<file path="src/rtl/out_dma_if.sv">
// AXI4 write-only channel bundle (AW, W, B) between a DMA master and the
// shared DMA bridge.
interface out_dma_if #(
  parameter int ADDR_W = 32,
  parameter int DATA_W = 64,
  parameter int ID_W   = 4
);
  logic [ID_W-1:0]     awid;
  logic [ADDR_W-1:0]   awaddr;
  logic [7:0]          awlen;
  logic [2:0]          awsize;
  logic [1:0]          awburst;
  logic                awvalid;
  logic                awready;
  logic [DATA_W-1:0]   wdata;
  logic [DATA_W/8-1:0] wstrb;
  logic                wlast;
  logic                wvalid;
  logic                wready;
  logic [ID_W-1:0]     bid;
  logic [1:0]          bresp;
  logic                bvalid;
  logic                bready;

  modport master (
    output awid, awaddr, awlen, awsize, awburst, awvalid,
    input  awready,
    output wdata, wstrb, wlast, wvalid,
    input  wready,
    input  bid, bresp, bvalid,
    output bready
  );

  modport slave (
    input  awid, awaddr, awlen, awsize, awburst, awvalid,
    output awready,
    input  wdata, wstrb, wlast, wvalid,
    output wready,
    output bid, bresp, bvalid,
    input  bready
  );
endinterface

</file>
<file path="src/rtl/out_dma.sv">
// Output DMA: streams 64-bit words from the result BRAM to DDR as AXI4 INCR
// write bursts, one burst outstanding at a time, with a 2-deep BRAM prefetch.
module out_dma #(
  parameter int         AXI_ADDR_W  = 32,
  parameter int         AXI_DATA_W  = 64,
  parameter int         AXI_ID_W    = 4,
  parameter int         STREAM_ID   = 2,
  parameter int         BRAM_ADDR_W = 10,
  parameter logic [7:0] BURST_LEN   = 8'd15
) (
  input  logic                   clk,
  input  logic                   rst,
  input  logic                   i_start,
  input  logic [AXI_ADDR_W-1:0]  i_dst_addr,
  input  logic [31:0]            i_csr_num_beats,
  output logic                   o_done,
  output logic                   o_busy,
  output logic                   o_error,
  out_dma_if.master              m_axi,
  output logic                   o_buf_re,
  output logic [BRAM_ADDR_W-1:0] o_buf_addr,
  input  logic [AXI_DATA_W-1:0]  i_buf_rdata
);
  typedef enum logic [2:0] {S_IDLE, S_ADDR, S_DATA, S_RESP, S_DONE} state_t;

  state_t                 r_state;
  logic [AXI_ADDR_W-1:0]  r_cur_addr;
  logic [AXI_ADDR_W-1:0]  r_awaddr;
  logic [7:0]             r_awlen;
  logic                   r_awvalid;
  logic                   r_bready;
  logic                   r_done;
  logic                   r_busy;
  logic                   r_error;
  logic [31:0]            r_total;
  logic [31:0]            r_remaining;
  logic [31:0]            r_fetched;
  logic [8:0]             r_beats;
  logic [8:0]             r_beat_cnt;
  logic [BRAM_ADDR_W-1:0] r_buf_addr;
  logic                   r_inflight;
  logic [AXI_DATA_W-1:0]  r_fifo [2];
  logic                   r_wr_ptr;
  logic                   r_rd_ptr;
  logic [1:0]             r_count;

  logic [AXI_ADDR_W-1:0]  w_aw_addr;
  logic [31:0]            w_rem_src;
  logic [8:0]             w_cap;
  logic [9:0]             w_room;
  logic [8:0]             w_beats;
  logic                   w_active;
  logic                   w_wvalid;
  logic                   w_pop;
  logic                   w_last_beat;
  logic [2:0]             w_occ;
  logic                   w_buf_re;

  // Next burst is sized from the CSR inputs at start, from the running state afterwards.
  assign w_aw_addr = (r_state == S_IDLE) ? i_dst_addr : r_cur_addr;
  assign w_rem_src = (r_state == S_IDLE) ? i_csr_num_beats : r_remaining;
  assign w_cap     = {1'b0, BURST_LEN} + 9'd1;
  assign w_room    = 10'd512 - {1'b0, w_aw_addr[11:3]};

  always_comb begin
    w_beats = w_cap;
    if (w_rem_src < {23'd0, w_beats}) w_beats = w_rem_src[8:0];
    if (w_room < {1'b0, w_beats})     w_beats = w_room[8:0];
  end

  assign w_active    = (r_state == S_ADDR) || (r_state == S_DATA) || (r_state == S_RESP);
  assign w_wvalid    = (r_count != 2'd0) && (r_state == S_DATA);
  assign w_pop       = w_wvalid && m_axi.wready;
  assign w_last_beat = (r_beat_cnt == r_beats - 9'd1);
  // A beat leaving this cycle frees its slot, which keeps W at one beat per cycle.
  assign w_occ       = {1'b0, r_count} + {2'b00, r_inflight} - {2'b00, w_pop};
  assign w_buf_re    = w_active && (w_occ < 3'd2) && (r_fetched < r_total);

  always_ff @(posedge clk or posedge rst) begin
    if (rst) begin
      r_state     <= S_IDLE;
      r_cur_addr  <= '0;
      r_awaddr    <= '0;
      r_awlen     <= '0;
      r_awvalid   <= 1'b0;
      r_bready    <= 1'b0;
      r_done      <= 1'b0;
      r_busy      <= 1'b0;
      r_error     <= 1'b0;
      r_total     <= '0;
      r_remaining <= '0;
      r_fetched   <= '0;
      r_beats     <= '0;
      r_beat_cnt  <= '0;
      r_buf_addr  <= '0;
      r_inflight  <= 1'b0;
      r_fifo[0]   <= '0;
      r_fifo[1]   <= '0;
      r_wr_ptr    <= 1'b0;
      r_rd_ptr    <= 1'b0;
      r_count     <= '0;
    end else begin
      r_inflight <= w_buf_re;
      if (w_buf_re) begin
        r_buf_addr <= r_buf_addr + 1'b1;
        r_fetched  <= r_fetched + 32'd1;
      end
      if (r_inflight) begin
        r_fifo[r_wr_ptr] <= i_buf_rdata;
        r_wr_ptr         <= ~r_wr_ptr;
      end
      if (w_pop) r_rd_ptr <= ~r_rd_ptr;
      r_count <= r_count + {1'b0, r_inflight} - {1'b0, w_pop};

      case (r_state)
        S_IDLE: begin
          if (i_start) begin
            r_total    <= i_csr_num_beats;
            r_cur_addr <= i_dst_addr;
            r_fetched  <= '0;
            r_buf_addr <= '0;
            r_beat_cnt <= '0;
            r_wr_ptr   <= 1'b0;
            r_rd_ptr   <= 1'b0;
            r_count    <= '0;
            r_inflight <= 1'b0;
            r_error    <= 1'b0;
            if (i_csr_num_beats == 32'd0) begin
              r_done  <= 1'b1;
              r_state <= S_DONE;
            end else if (i_dst_addr[2:0] != 3'b000) begin
              r_error <= 1'b1;
              r_done  <= 1'b1;
              r_state <= S_DONE;
            end else begin
              r_busy      <= 1'b1;
              r_awvalid   <= 1'b1;
              r_awaddr    <= w_aw_addr;
              r_awlen     <= w_beats[7:0] - 8'd1;
              r_beats     <= w_beats;
              r_remaining <= w_rem_src - {23'd0, w_beats};
              r_state     <= S_ADDR;
            end
          end
        end
        S_ADDR: begin
          if (m_axi.awready) begin
            r_awvalid  <= 1'b0;
            r_beat_cnt <= '0;
            r_state    <= S_DATA;
          end
        end
        S_DATA: begin
          if (w_pop) begin
            r_beat_cnt <= r_beat_cnt + 9'd1;
            if (w_last_beat) begin
              r_cur_addr <= r_cur_addr + AXI_ADDR_W'({r_beats, 3'b000});
              r_bready   <= 1'b1;
              r_state    <= S_RESP;
            end
          end
        end
        S_RESP: begin
          if (m_axi.bvalid) begin
            r_bready <= 1'b0;
            if (m_axi.bresp != 2'b00) begin
              r_error <= 1'b1;
              r_busy  <= 1'b0;
              r_done  <= 1'b1;
              r_state <= S_DONE;
            end else if (r_remaining == 32'd0) begin
              r_busy  <= 1'b0;
              r_done  <= 1'b1;
              r_state <= S_DONE;
            end else begin
              r_awvalid   <= 1'b1;
              r_awaddr    <= w_aw_addr;
              r_awlen     <= w_beats[7:0] - 8'd1;
              r_beats     <= w_beats;
              r_remaining <= w_rem_src - {23'd0, w_beats};
              r_state     <= S_ADDR;
            end
          end
        end
        S_DONE: begin
          if (!i_start) begin
            r_done  <= 1'b0;
            r_state <= S_IDLE;
          end
        end
        default: r_state <= S_IDLE;
      endcase
    end
  end

  assign o_done        = r_done;
  assign o_busy        = r_busy;
  assign o_error       = r_error;
  assign o_buf_re      = w_buf_re;
  assign o_buf_addr    = r_buf_addr;

  assign m_axi.awid    = AXI_ID_W'(STREAM_ID);
  assign m_axi.awaddr  = r_awaddr;
  assign m_axi.awlen   = r_awlen;
  assign m_axi.awsize  = 3'b011;
  assign m_axi.awburst = 2'b01;
  assign m_axi.awvalid = r_awvalid;
  assign m_axi.wdata   = r_fifo[r_rd_ptr];
  assign m_axi.wstrb   = '1;
  assign m_axi.wlast   = w_wvalid && w_last_beat;
  assign m_axi.wvalid  = w_wvalid;
  assign m_axi.bready  = r_bready;
endmodule

</file>
<file path="src/flat_wrapper.sv">
// flat-port wrapper written by rule: the top's interface ports become plain ports
module out_dma_flat 
#(
  parameter int         AXI_ADDR_W  = 32,
  parameter int         AXI_DATA_W  = 64,
  parameter int         AXI_ID_W    = 4,
  parameter int         STREAM_ID   = 2,
  parameter int         BRAM_ADDR_W = 10,
  parameter logic [7:0] BURST_LEN   = 8'd15
)
  (clk, rst, i_start, i_dst_addr, i_csr_num_beats, o_done, o_busy, o_error, o_buf_re, o_buf_addr, i_buf_rdata, m_axi_awid, m_axi_awaddr, m_axi_awlen, m_axi_awsize, m_axi_awburst, m_axi_awvalid, m_axi_awready, m_axi_wdata, m_axi_wstrb, m_axi_wlast, m_axi_wvalid, m_axi_wready, m_axi_bid, m_axi_bresp, m_axi_bvalid, m_axi_bready);
  out_dma_if m_axi_i ();
  input  logic clk;
  input  logic rst;
  input  logic i_start;
  input  logic [AXI_ADDR_W-1:0] i_dst_addr;
  input  logic [31:0] i_csr_num_beats;
  output logic o_done;
  output logic o_busy;
  output logic o_error;
  output logic o_buf_re;
  output logic [BRAM_ADDR_W-1:0] o_buf_addr;
  input  logic [AXI_DATA_W-1:0] i_buf_rdata;
  output wire logic [$bits(m_axi_i.awid)-1:0] m_axi_awid;
  output wire logic [$bits(m_axi_i.awaddr)-1:0] m_axi_awaddr;
  output wire logic [$bits(m_axi_i.awlen)-1:0] m_axi_awlen;
  output wire logic [$bits(m_axi_i.awsize)-1:0] m_axi_awsize;
  output wire logic [$bits(m_axi_i.awburst)-1:0] m_axi_awburst;
  output wire logic [$bits(m_axi_i.awvalid)-1:0] m_axi_awvalid;
  input wire logic [$bits(m_axi_i.awready)-1:0] m_axi_awready;
  output wire logic [$bits(m_axi_i.wdata)-1:0] m_axi_wdata;
  output wire logic [$bits(m_axi_i.wstrb)-1:0] m_axi_wstrb;
  output wire logic [$bits(m_axi_i.wlast)-1:0] m_axi_wlast;
  output wire logic [$bits(m_axi_i.wvalid)-1:0] m_axi_wvalid;
  input wire logic [$bits(m_axi_i.wready)-1:0] m_axi_wready;
  input wire logic [$bits(m_axi_i.bid)-1:0] m_axi_bid;
  input wire logic [$bits(m_axi_i.bresp)-1:0] m_axi_bresp;
  input wire logic [$bits(m_axi_i.bvalid)-1:0] m_axi_bvalid;
  output wire logic [$bits(m_axi_i.bready)-1:0] m_axi_bready;
  assign m_axi_awid = m_axi_i.awid;
  assign m_axi_awaddr = m_axi_i.awaddr;
  assign m_axi_awlen = m_axi_i.awlen;
  assign m_axi_awsize = m_axi_i.awsize;
  assign m_axi_awburst = m_axi_i.awburst;
  assign m_axi_awvalid = m_axi_i.awvalid;
  assign m_axi_i.awready = m_axi_awready;
  assign m_axi_wdata = m_axi_i.wdata;
  assign m_axi_wstrb = m_axi_i.wstrb;
  assign m_axi_wlast = m_axi_i.wlast;
  assign m_axi_wvalid = m_axi_i.wvalid;
  assign m_axi_i.wready = m_axi_wready;
  assign m_axi_i.bid = m_axi_bid;
  assign m_axi_i.bresp = m_axi_bresp;
  assign m_axi_i.bvalid = m_axi_bvalid;
  assign m_axi_bready = m_axi_i.bready;
  out_dma #(.AXI_ADDR_W(AXI_ADDR_W), .AXI_DATA_W(AXI_DATA_W), .AXI_ID_W(AXI_ID_W), .STREAM_ID(STREAM_ID), .BRAM_ADDR_W(BRAM_ADDR_W), .BURST_LEN(BURST_LEN)) u_core (.clk(clk), .rst(rst), .i_start(i_start), .i_dst_addr(i_dst_addr), .i_csr_num_beats(i_csr_num_beats), .o_done(o_done), .o_busy(o_busy), .o_error(o_error), .m_axi(m_axi_i), .o_buf_re(o_buf_re), .o_buf_addr(o_buf_addr), .i_buf_rdata(i_buf_rdata));
endmodule
</file>
<file path="config.mk">
export PLATFORM = sky130hd
export DESIGN_NAME = out_dma_flat
export DESIGN_NICKNAME = d
export VERILOG_FILES = /design/src/rtl/out_dma_if.sv /design/src/rtl/out_dma.sv /design/src/flat_wrapper.sv
export SDC_FILE = /design/constraint.sdc
export NUM_CORES = 1
export LEC_CHECK = 0
export ABC_CLOCK_PERIOD_IN_PS = 14400
export CORE_MARGIN = 2
export CORE_UTILIZATION = 40
export DETAILED_ROUTE_END_ITERATION = 16
export DONT_BUFFER_PORTS = 1
export PLACE_DENSITY = 0.52
export REMOVE_ABC_BUFFERS = 1
export SKIP_CTS_REPAIR_TIMING = 1
export SKIP_LAST_GASP = 1
export SLEW_MARGIN = 40
export SYNTH_ARGS = -nofsm -noshare
export SYNTH_HDL_FRONTEND = slang
export SYNTH_SLANG_ARGS = --single-unit
export TNS_END_PERCENT = 5
</file>
<file path="constraint.sdc">
create_clock -name clk -period 14.4 [get_ports clk]
set_input_delay 2.16 -clock clk [delete_from_list [all_inputs] [get_ports clk]]
set_output_delay 2.16 -clock clk [all_outputs]
set_load 0.02 [all_outputs]
</file>
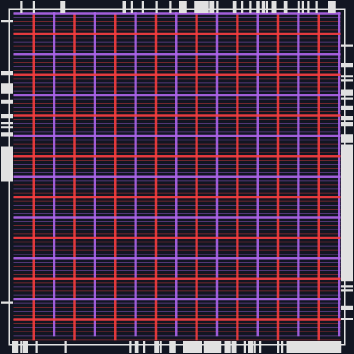
Fig. 1. Power grid (run 1).
Scale: 1.5 px per um. Pins as bars on the die edge.
| color | net |
|---|---|
| red | VSS |
| purple | VDD |
met5 straps: 16
met4 straps: 16
rows: 80
met1 rails: 81

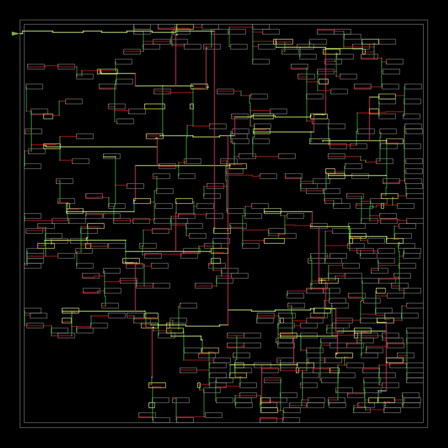
Fig. 2. Clock wiring as the flow saved it (run 1).
Seq cells: 337
CTS buffer count: 42
clock group power: 1070 uW
clk latency late pin: 590 ps
Clock Sink Count: 337

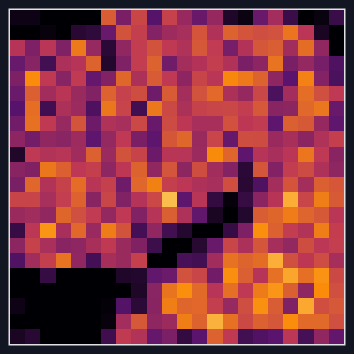
Fig. 3. Local utilization (run 1).
Scale: 1.5 px per um. 22 x 22 tiles, from black (low) to pale yellow (high), 0 to 100% covered.
tiles over 75% full: 2.9%
mean over tiles: 41%
emptiest ninth of the die: south-west
densest ninth of the die: south-east
fp_density: 40.3%
Core Box Area: 0.0474 sq mm
Core Util, Final: 44.5%

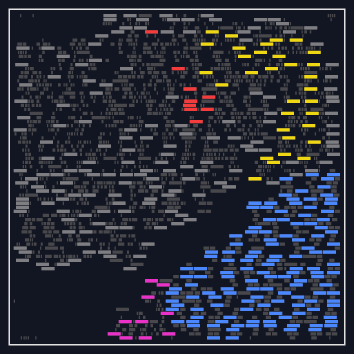
Fig. 4. Sequential cells colored by netlist name (run 1).
Scale: 1.5 px per um.
| color | name in the netlist | sequential cells |
|---|---|---|
| yellow | u_core.r_cur_addr | 32 |
| blue | u_core.r_fifo | 128 |
| magenta | u_core.o_buf_addr | 10 |
| red | u_core.r_beats | 9 |

==> flow_summary.json, run 1 <==
{
  "seq_area_sq_mm": 0.00843,
  "drt_iter0_drc": 914,
  "yosys_warnings": 0,
  "drcViolationCount": 0,
  "reg2reg_depth": 25,
  "wirelength_um": 52900,
  "drv_slew": 0,
  "netlist_instances": 2025,
  "synth_flops": 337,
  "clkbuf_count": 60,
  "grt_pass1_wl_um": 83300,
  "worst_slew_pin_slew_ps": 814,
  "nFillCells": 4561,
  "log.warning_count": 33,
  "worstPathMaxFanout": 58,
  "max_freq_ghz": 0.125,
  "final_cell_mix": "336 x dfrtp_1, 276 x nand2_1, 195 x mux2_2",
  "leakage_uw": 0.00914,
  "port_buffers": 0,
  "finalCriticalPeriod_ps": 8000,
  "final.setup.worst_slack_ps": 6400,
  "cp_num_cells": 25,
  "design_area_sq_mm": 0.0211,
  "ys_top_cells_by_area": "dfrtp_1 44%, mux2_2 11%, nand2_1 5.4%, ha_1 4.1%, o21ai_0 4.0%",
  "largest_register_ffs": 128,
  "vdd_drop_max_mv": 0.141,
  "die_h_um": 223,
  "final_antenna_net_count": 0,
  "regToRegEndpoint": "u_core.r_remaining[28]$_DFFE_PP0P_",
  "power_uw": 5290,
  "via_count": 14800,
  "sh_comb_area_pct": 47.2,
  "grt.met3_usage_pct": 6.04,
  "worstSetupEndpoint": "u_core.r_remaining[28]$_DFFE_PP0P_",
  "avgViaCountPerCell": 5.61,
  "dpl.cell_count": 2560,
  "antenna_cells": 0,
  "regToRegSetupSlack_ps": 6400,
  "synthTopCellsByCount": "337 x dfrtp_1, 276 x nand2_1, 195 x mux2_2, 151 x o21ai_0, 149 x nor2_1",
  "async_reset_ff_share_pct": 100,
  "cts_max_level": 2,
  "p_comb_uw": 2520,
  "whs_ps": 475,
  "power.internal_uw": 2950,
  "power_leader": "combinational logic",
  "logic_gate_count": 1511,
  "synth_area_sq_mm": 0.0191,
  "seq_share_pct": 39.9,
  "worstSetupPathType": "register to register",
  "pwr-share-seq_pct": 32.2,
  "die_x_um": 223,
  "min_to": "u_core.r_cur_addr[2]$_DFFE_PP0P_",
  "grt_pass1_vias": 14500,
  "grt_max_degree": 144,
  "top_area_share_pct": 44.1,
  "critPathLaunchType": "register",
  "ys_area_sq_mm": 0.0191,
  "io_pins": 279,
  "inverters": 78,
  "grtUsageTotal_pct": 21.0,
  "chip_area_sq_mm": 0.0496,
  "fin_setup_tns_ps": 0,
  "clock_skew_ps": 21.6,
  "pre_cts_ws_ps": 5940,
  "yosys.area_share.xor_xnor_pct": 3.24,
  "place_area_sq_mm": 0.0197,
  "lay_top_count": "dfrtp_1",
  "max-slew-margin-rel_pct": 45.3,
  "synth.avg_cell_area_sq_um": 9.45,
  "r2r-start": "u_core.r_state[0]$_DFFE_PP0P_",
  "compound_area_share_pct": 13.9,
  "edf_count": 0,
  "regMostFlops": "u_core.r_fifo",
  "final-hold-violation-count": 0,
  "worstPathArrival_ps": 8480,
  "grt.busiest_layer": "met2",
  "grt_antenna_before_repair": 0,
  "max_stage_delay_ps": 630,
  "cts_tree": "built",
  "status": "finished, final reports clean",
  "ff_type": "dfrtp_1",
  "swShare_pct": 44.2,
  "power.switching_uw": 2340,
  "slowest_stage": "dfrtp_1",
  "most_common_cell": "dfrtp_1",
  "ys_seq_share_pct": 44.1,
  "simple_gate_share_pct": 16.8,
  "wl_per_cell_um": 20.1,
  "topRoutingLayerUsed": "met4",
  "buffers": 21,
  "final-nonclk-buf-share_pct": 1.08,
  "comb_area_sq_mm": 0.00998,
  "grt_setup_unrepaired": "false",
  "min_from": "u_core.r_cur_addr[2]$_DFFE_PP0P_",
  "drive_gt1_share_pct": 15.7,
  "first_pass_iters": 5,
  "area_delta_synth_final_pct": 10.5,
  "power_per_cell_area_mw_per_mm2": 251,
  "hp-class": "register to register",
  "pwr-share-clk_pct": 20.3,
  "grt_use_met2_pct": 33.0,
  "final_cells": 2635,
  "wl_met1_um": 23900,
  "wl_met2_um": 24200,
  "ys_top_logic_family": "simple AND/OR/NAND/NOR gates",
  "synth.distinct_cells": 82,
  "critical_path.startpoint": "u_core.r_state[0]$_DFFE_PP0P_",
  "min_delay_path_depth": 2,
  "cts_root_buffer": "clkbuf_16",
  "overflow": 0,
  "synthAdderAreaFrac_pct": 4.38,
  "mux_area_share_pct": 13.2,
  "wl_met3_um": 3770,
  "maxCapViolCount": 0,
  "endpoint_kind": "register",
  "setup_viol_count_final": 0,
  "gp_congestion": 0.853,
  "crit_required_ps": 14880,
  "p_comb_share_pct": 47.6,
  "crit_buf_inv": 2,
  "clk_pin_slew_ps": 60,
  "nets": 2196,
  "use_met1_pct": 28.6,
  "seq_power_uw": 1700,
  "largest_area_cell": "dfrtp_1",
  "dpl.hpwl_um": 36500
}
==> run 1 -> run 2 <==
- ABC_CLOCK_PERIOD_IN_PS: 14400 -> 6500
- PLACE_DENSITY: 0.52 -> 0.54
- clock period: 14.4 -> 6.5 ns (I/O delays scaled with it)
==> flow_summary.json, run 2 <==
{
  "edf_count": 0,
  "critical_path.startpoint": "u_core.r_state[1]$_DFFE_PP0P_",
  "worstSetupPathType": "register to register",
  "sh_comb_area_pct": 46.8,
  "dpl.cell_count": 2588,
  "drive_gt1_share_pct": 17.4,
  "wl_met3_um": 4110,
  "fin_setup_tns_ps": 0,
  "cp_num_cells": 27,
  "grt.met3_usage_pct": 5.65,
  "grt_pass1_vias": 14400,
  "core-area_sq_mm": 0.0474,
  "top_area_share_pct": 44.1,
  "async_reset_ff_share_pct": 100,
  "nFillCells": 4577,
  "place_area_sq_mm": 0.0199,
  "final-nonclk-buf-share_pct": 2.15,
  "antenna_cells": 0,
  "critPathTopFamily": "simple AND/OR/NAND/NOR gates",
  "cts_max_level": 2,
  "flops": 337,
  "comb_area_sq_mm": 0.0100,
  "max_stage_delay_ps": 540,
  "cts_root_buffer": "clkbuf_16",
  "leakage_uw": 0.00928,
  "worstPathArrival_ps": 6550,
  "pwr-share-seq_pct": 31.4,
  "power.switching_uw": 5240,
  "worstSetupEndpoint": "u_core.r_remaining[26]$_DFFE_PP0P_",
  "dominant_cells": "multi-input combinational cells",
  "yosys_cells": 2025,
  "grt.busiest_layer": "met2",
  "final.setup.worst_slack_ps": 364,
  "final_cell_mix": "336 x dfrtp_1, 276 x nand2_1, 195 x mux2_2",
  "endpoint_kind": "register",
  "largest_register_ffs": 128,
  "ys_area_sq_mm": 0.0191,
  "mux_area_share_pct": 13.2,
  "design_area_sq_mm": 0.0214,
  "wl_per_cell_um": 19.9,
  "wl_met2_um": 24300,
  "logic_gate_count": 1511,
  "power_per_cell_area_mw_per_mm2": 559,
  "ys_top_cells_by_area": "dfrtp_1 44%, mux2_2 11%, nand2_1 5.4%, ha_1 4.1%, o21ai_0 4.0%",
  "cpMostUsedCell": "a21oi_1",
  "pre_cts_ws_ps": 5.44,
  "yosys_warnings": 0,
  "power_uw": 11900,
  "clock_sinks": 337,
  "worst_slew_pin_slew_ps": 823,
  "port_buffers": 0,
  "use_met1_pct": 28.3,
  "drcViolationCount": 0,
  "grt_use_met2_pct": 33.4,
  "regToRegEndpoint": "u_core.r_remaining[26]$_DFFE_PP0P_",
  "log.warning_count": 32,
  "chip_area_sq_mm": 0.0496,
  "whs_ps": 291,
  "first_pass_iters": 7,
  "dpl.hpwl_um": 37200,
  "final-hold-violation-count": 0,
  "netlist_instances": 2025,
  "largest_area_cell": "dfrtp_1",
  "topRoutingLayerUsed": "met4",
  "synth.avg_cell_area_sq_um": 9.45,
  "clock_skew_ps": 21.3,
  "lay_top_count": "dfrtp_1",
  "crit_buf_inv": 2,
  "synth_area_sq_mm": 0.0191,
  "power.internal_uw": 6700,
  "worstPathMaxFanout": 29,
  "area_delta_synth_final_pct": 11.7,
  "final_cells": 2665,
  "reg2reg_depth": 27,
  "avgViaCountPerCell": 5.62,
  "wirelength_um": 53000,
  "hp-class": "primary input to asynchronous set/reset pin",
  "compound_area_share_pct": 13.9,
  "initial_core_util_pct": 40.3,
  "regToRegSetupSlack_ps": 360,
  "max-slew-margin-rel_pct": 44.7,
  "cts_tree": "built",
  "rows": 80,
  "nets": 2223,
  "ff_type": "dfrtp_1",
  "ys_top_logic_family": "simple AND/OR/NAND/NOR gates",
  "regMostFlops": "u_core.r_fifo",
  "most_common_cell": "dfrtp_1",
  "clk_share_pct": 6.51,
  "wl_met1_um": 23600,
  "via_count": 15000,
  "cts_buffers": 40,
  "maxCapViolCount": 0,
  "synth.distinct_cells": 82,
  "clock_power_uw": 2340,
  "slowest_stage": "or4_1",
  "simple_gate_share_pct": 16.8,
  "clkbuf_count": 50,
  "max_freq_ghz": 0.163,
  "r2r-start": "u_core.r_state[1]$_DFFE_PP0P_",
  "clk_pin_slew_ps": 60,
  "buffers": 50,
  "clock_latency_ps": 570,
  "power_leader": "combinational logic",
  "yosys.area_share.xor_xnor_pct": 3.24,
  "grt_pass1_wl_um": 83500,
  "status": "finished, final reports clean",
  "synth_flops": 337,
  "grtUsageTotal_pct": 21.0,
  "pwr-share-clk_pct": 19.6,
  "drt_iter0_drc": 876,
  "drv_slew": 0,
  "final_antenna_net_count": 0,
  "synthTopCellsByCount": "337 x dfrtp_1, 276 x nand2_1, 195 x mux2_2, 151 x o21ai_0, 149 x nor2_1",
  "setup_viol_count_final": 0,
  "ys_seq_share_pct": 44.1,
  "crit_required_ps": 6920,
  "grt_max_degree": 115,
  "io_pins": 279,
  "critPathLaunchType": "register",
  "grt_antenna_before_repair": 0,
  "inverters": 78,
  "p_comb_uw": 5850,
  "p_comb_share_pct": 49.0,
  "finalCriticalPeriod_ps": 6140,
  "cts_buffer_depth": 3,
  "gp_congestion": 0.872,
  "overflow": 0,
  "swShare_pct": 43.9,
  "synthAdderAreaFrac_pct": 4.38
}
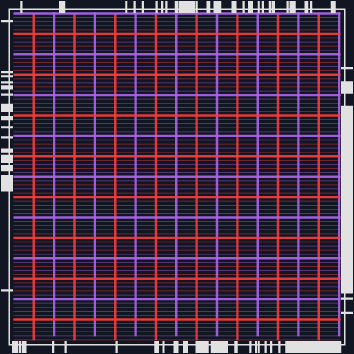
Fig. 5. Power grid (run 2).
Scale: 1.5 px per um. Pins as bars on the die edge.
Max VDD drop: 0.295 mV
die span in y: 223 um
die width: 223 um

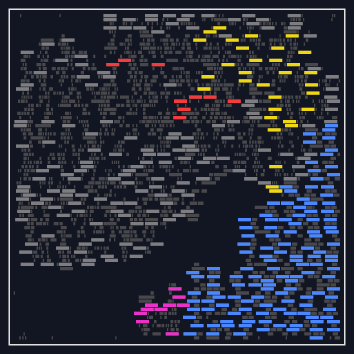
Fig. 6. Sequential cells colored by netlist name (run 2).
Scale: 1.5 px per um.
| color | name in the netlist | sequential cells |
|---|---|---|
| red | u_core.r_beats | 9 |
| blue | u_core.r_fifo | 128 |
| yellow | u_core.r_cur_addr | 32 |
| magenta | u_core.o_buf_addr | 10 |
sequential group power: 3750 uW
Sequential Area: 0.00843 sq mm
flop share of the area: 39.5%
Core Util, Final: 45.1%

==> run 2 -> run 3 <==
- PLACE_DENSITY: 0.54 -> unset
==> flow_summary.json, run 3 <==
{
  "status": "finished, final reports clean",
  "edf_count": 0,
  "design_area_sq_mm": 0.0213,
  "simple_gate_share_pct": 16.8,
  "yosys_warnings": 0,
  "max_freq_ghz": 0.162,
  "clock_power_uw": 2340,
  "dominant_cells": "multi-input combinational cells",
  "vdd_drop_max_mv": 0.265,
  "seq_power_uw": 3770,
  "max-slew-margin-rel_pct": 46.3,
  "grtUsageTotal_pct": 20.9,
  "cts_tree": "built",
  "ys_area_sq_mm": 0.0191,
  "place_area_sq_mm": 0.0198,
  "critical_path.startpoint": "u_core.r_state[2]$_DFFE_PP0P_",
  "worstPathArrival_ps": 6560,
  "largest_register_ffs": 128,
  "buffers": 43,
  "port_buffers": 0,
  "nets": 2217,
  "clock_sinks": 337,
  "grt_pass1_vias": 14800,
  "synth_area_sq_mm": 0.0191,
  "die_h_um": 223,
  "cpMostUsedCell": "o21ai_0",
  "wl_met2_um": 24400,
  "critPathTopFamily": "simple AND/OR/NAND/NOR gates",
  "synthTopCellsByCount": "337 x dfrtp_1, 276 x nand2_1, 195 x mux2_2, 151 x o21ai_0, 149 x nor2_1",
  "grt_use_met2_pct": 33.6,
  "regMostFlops": "u_core.r_fifo",
  "finalCriticalPeriod_ps": 6170,
  "logic_gate_count": 1511,
  "drv_slew": 0,
  "grt.met3_usage_pct": 6.04,
  "antenna_cells": 1,
  "endpoint_kind": "register",
  "worstSetupPathType": "register to register",
  "final-nonclk-buf-share_pct": 1.87,
  "cts_max_level": 2,
  "synthAdderAreaFrac_pct": 4.38,
  "flops": 337,
  "dpl.hpwl_um": 36600,
  "via_count": 14900,
  "cts_buffers": 41,
  "overflow": 0,
  "core-area_sq_mm": 0.0474,
  "cts_buffer_depth": 3,
  "clk_share_pct": 6.39,
  "drcViolationCount": 0,
  "final_antenna_net_count": 0,
  "wl_met1_um": 22600,
  "topRoutingLayerUsed": "met4",
  "synth_flops": 337,
  "inverters": 78,
  "p_comb_uw": 5840,
  "p_comb_share_pct": 48.9,
  "grt.busiest_layer": "met2",
  "initial_core_util_pct": 40.3,
  "regToRegEndpoint": "u_core.r_remaining[30]$_DFFE_PP0P_",
  "nFillCells": 4531,
  "clock_skew_ps": 20.2,
  "drt_iter0_drc": 1008,
  "cp_num_cells": 27,
  "worstSetupEndpoint": "u_core.r_remaining[30]$_DFFE_PP0P_",
  "top_area_share_pct": 44.1,
  "mux_area_share_pct": 13.2,
  "r2r-start": "u_core.r_state[2]$_DFFE_PP0P_",
  "wl_per_cell_um": 19.7
}
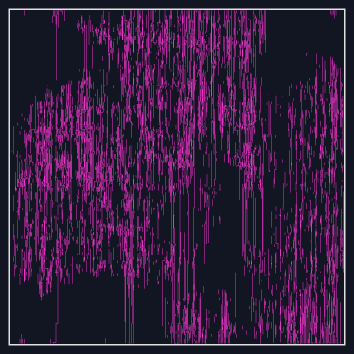
Fig. 7. Signal wires on met2 (run 3).
Scale: 1.5 px per um.
wire length on this layer: 24.4 mm
main direction: vertical
nets with wire on the layer: 1,839
longest straight run: 74.8 um

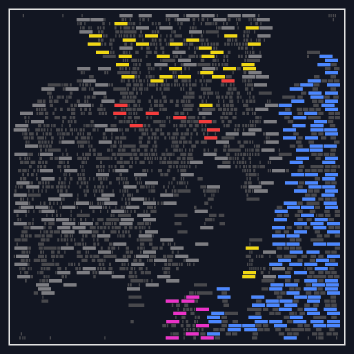
Fig. 8. Sequential cells colored by netlist name (run 3).
Scale: 1.5 px per um.
| color | name in the netlist | sequential cells |
|---|---|---|
| magenta | u_core.o_buf_addr | 10 |
| yellow | u_core.r_cur_addr | 32 |
| red | u_core.r_beats | 9 |
| blue | u_core.r_fifo | 128 |

Power and IR drop assume default switching activity.
